==> images/m2.png <==
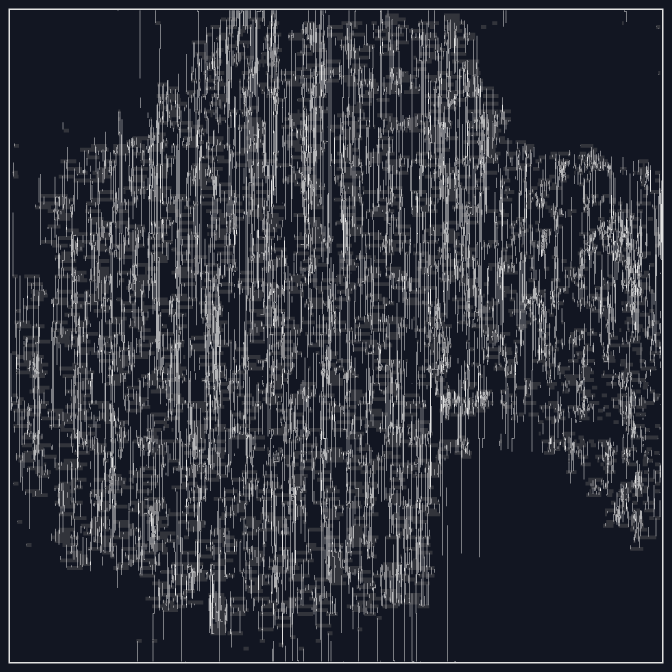
==> images/clock_wires.png <==
Bar = 100 µm.
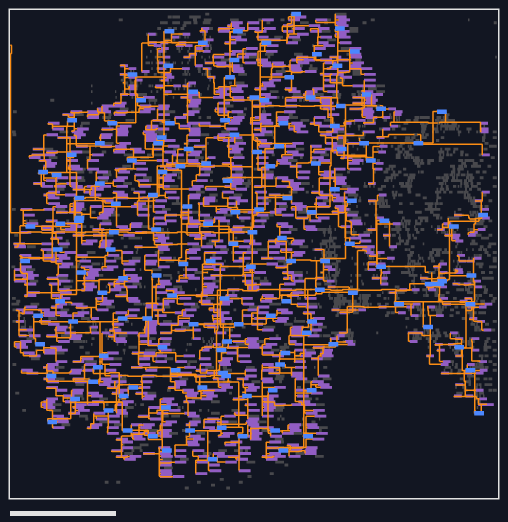
==> config.mk <==
export PLATFORM = sky130hd
export DESIGN_NAME = pixel_writer
export DESIGN_NICKNAME = d
export VERILOG_FILES = /design/src/rtl/gpu_pkg.sv /design/src/rtl/pixel_writer_sync_fifo.sv /design/src/rtl/pixel_writer.sv
export SDC_FILE = /design/constraint.sdc
export NUM_CORES = 2
export LEC_CHECK = 0
export CAP_MARGIN = 20
export CORE_UTILIZATION = 23
export DETAILED_ROUTE_END_ITERATION = 8
export HOLD_SLACK_MARGIN = 0.15
export PLACE_DENSITY_LB_ADDON = 0.1
export RECOVER_POWER = 100
export SLEW_MARGIN = 20
export SYNTH_ARGS = -nofsm -noshare
export SYNTH_HDL_FRONTEND = slang
export SYNTH_HIERARCHICAL = 1
export SYNTH_SLANG_ARGS = --single-unit
==> constraint.sdc <==
create_clock -name clock -period 8.44 [get_ports clock]
set_input_delay 0.844 -clock clock [delete_from_list [all_inputs] [get_ports clock]]
set_output_delay 0.844 -clock clock [all_outputs]
set_load 0.05 [all_outputs]
==> out/results.ini <==
[run_status]
status = complete, but fails checks
violations = capacitance limit, slew limit

[cells_and_area]
seq_share = 0.589
nonClockInverterCount = 26
drive_gt1_frac = 0.168
n_fill_cell = 20900
n_all_buffers = 264
areaGrowthSynthToFinish_pct = 20.9
largest_reg_flops = 1024
flop-count = 1222
nNetsFinal = 3326
clkbuf_count = 202
comb_share = 0.225
antenna_cells = 7
biggestCellCategory = flip-flops and latches
seqCellArea_mm2 = 0.0347
final_layout_top_logic_cell = edfxtp_1
comb_cells = 1479
layout_top_cells = edfxtp_1, nand2_1, mux4_2

[placement]
gp_congestion = 0.755
hpwl_mm = 84.2
placed_cells = 5796

[route]
avgRoutedWirePerCell_um = 23.6
met1_length_mm = 62.6
via_per_inst = 4.41
met2_length_mm = 69.5
dr.pass1.iters = 5
ant_nets = 0
highest_layer = met5
dr.first_iter.drc_count = 1627

[worst_setup_path]
cp.arrival_ns = 6.89
path_cells = or4_1 > nor2_1 > nand3b_1 > buf_4 > clkinvlp_2 > nand2b_1 > o211ai_1 > nor3_2 > clkbuf_2 > buf_4
worstRegToRegCells = 10
r2r_slack_ns = 1.96
max_stage_delay_ns = 1.36
crit_required_ns = 8.85
crit_cells = 10
cp_slowest_cell = clkinvlp_2

[synthesis]
ys.flops = 1222
ys_seq_frac = 0.713
edf_count = 1024
ys_types = 76
yosys_area_mm2 = 0.0487
yosys.area.top_type = edfxtp_1
synth-main-ff-cell = edfxtp_1
synthArstFlopShare = 0
ys_cells = 2874

[global_routing]
grt_pass1_wl_mm = 206
grt_max_degree = 109
grtUsageTotal = 0.134
use_met3 = 0.0323
grt_use_met1 = 0.172
grt_overflow = 0
grt_busiest_layer = met2
antenna_found_initial = 49
grt_pass1_vias = 28200

[power_and_ir_drop]
p_leak_nw = 19.0
power_frac_seq = 0.416
switching_share = 0.290
pg_clk_w = 0.00625
switching_power_w = 0.00496
power_density_mw_per_mm2 = 290
pg_comb_w = 0.00373
top_power_group = sequential cells
seq-power_w = 0.00710
comb_power_share = 0.218

[clock_tree]
htree_levels = 4
cts-root-buf = clkbuf_16
cts-buffers-inserted = 147
clk_path_buf_depth = 3
cts.clk_slew.worst_paths_ns = 0.06
ctsResizeCount = 0

[floorplan]
die_h_um = 462
die_x_um = 462
coreArea_mm2 = 0.210
ios = 221
fp_util = 0.232
tap_cells = 2805
die-area_mm2 = 0.214
rows = 168

[sta]
period_used_share = 0.768
fmax_ghz = 0.154
rsz0062_at_grt = no
hold_viol_final = 0
worst_pin_slew_ns = 3.44
hold_ws_ns = 0.453
slew_headroom = -1.29
period_minus_slack_ns = 6.48
fin_tns_setup_ns = 0
finalSetupViolCount = 0
slew_violations = 551

[run]
cap_violations = 16

[hold_path]
hold_depth = 2

Back to the opening pictures, m2.png:
The longest straight run is 256 µm. The layer carries 69.5 mm of wire. The wires run mostly vertical. 2934 nets have wire on it.
met2 GRT Util: 0.225
WL final: 143 mm
vias post-DR: 26800

Back to the opening pictures, clock_wires.png:
Key: purple = flip-flops [count 1222]; orange = clock wires [length 17500 µm]; blue = clock-net drivers [count 147]
Position of the flops: all over the die.
clock power share: 0.366
clock skew: 0.0258 ns
Clock Latency Late Sink: 0.76 ns

==> per-stage QoR <==
| step | total power, W | area, µm² | utilization | setup slack, ns |
|---|---|---|---|---|
| finish | 0.0171 | 58900 | 0.281 | 1.96 |
| floorplan | 0.00990 | 48700 | - | 1.17 |
| global route | 0.0180 | 58900 | 0.280 | 1.42 |
| CTS | 0.0175 | 59000 | 0.281 | 3.27 |
| global placement | 0.0111 | 54300 | 0.258 | 3.24 |
| detailed placement | 0.0112 | 54300 | 0.258 | 3.25 |
==> logic make-up (layout without fill, tap and decap cells) <==
logic type,after synthesis,in the layout,share of synthesized area
DFF,1222,1222,0.713
and+or+nand+nor,606,606,0.0547
AOI/OAI and AO/OA,432,432,0.0580
muxes,261,261,0.119
buffers and inverters,176,558,0.0165
xor gates and xnor gates,90,90,0.0162
adders and majority gates,85,85,0.0225
other,2,12,0.000154
==> synth_stat cells, drive strengths merged, types with 7 or more instances <==
| library cell | number |
|---|---|
| nor2 | 96 |
| o21a | 13 |
| a211oi | 8 |
| o211ai | 7 |
| nor2b | 10 |
| inv | 26 |
| edfxtp | 1024 |
| mux4 | 256 |
| nand3 | 37 |
| buf | 54 |
| o21bai | 7 |
| clkbuf | 95 |
| or3 | 16 |
| and2 | 9 |
| nand4 | 18 |
| a21oi | 157 |
| a22oi | 128 |
| a31oi | 9 |
| ha | 81 |
| nand2 | 353 |
| xnor2 | 36 |
| a21o | 23 |
| and3 | 15 |
| xor2 | 54 |
| dfxtp | 198 |
| nand2b | 11 |
| nor3 | 16 |
| o21ai | 53 |
==> worst register-to-register path: cells and delay by family, from the launching register on <==
family	cells	cell delay, ns
buffers and inverters	4	3.46
flip-flops	1	0.39
AND-OR/OR-AND	1	0.58
AND/OR/NAND/NOR	5	1.68
No activity file was given, so power comes from the tool's default toggle rates.
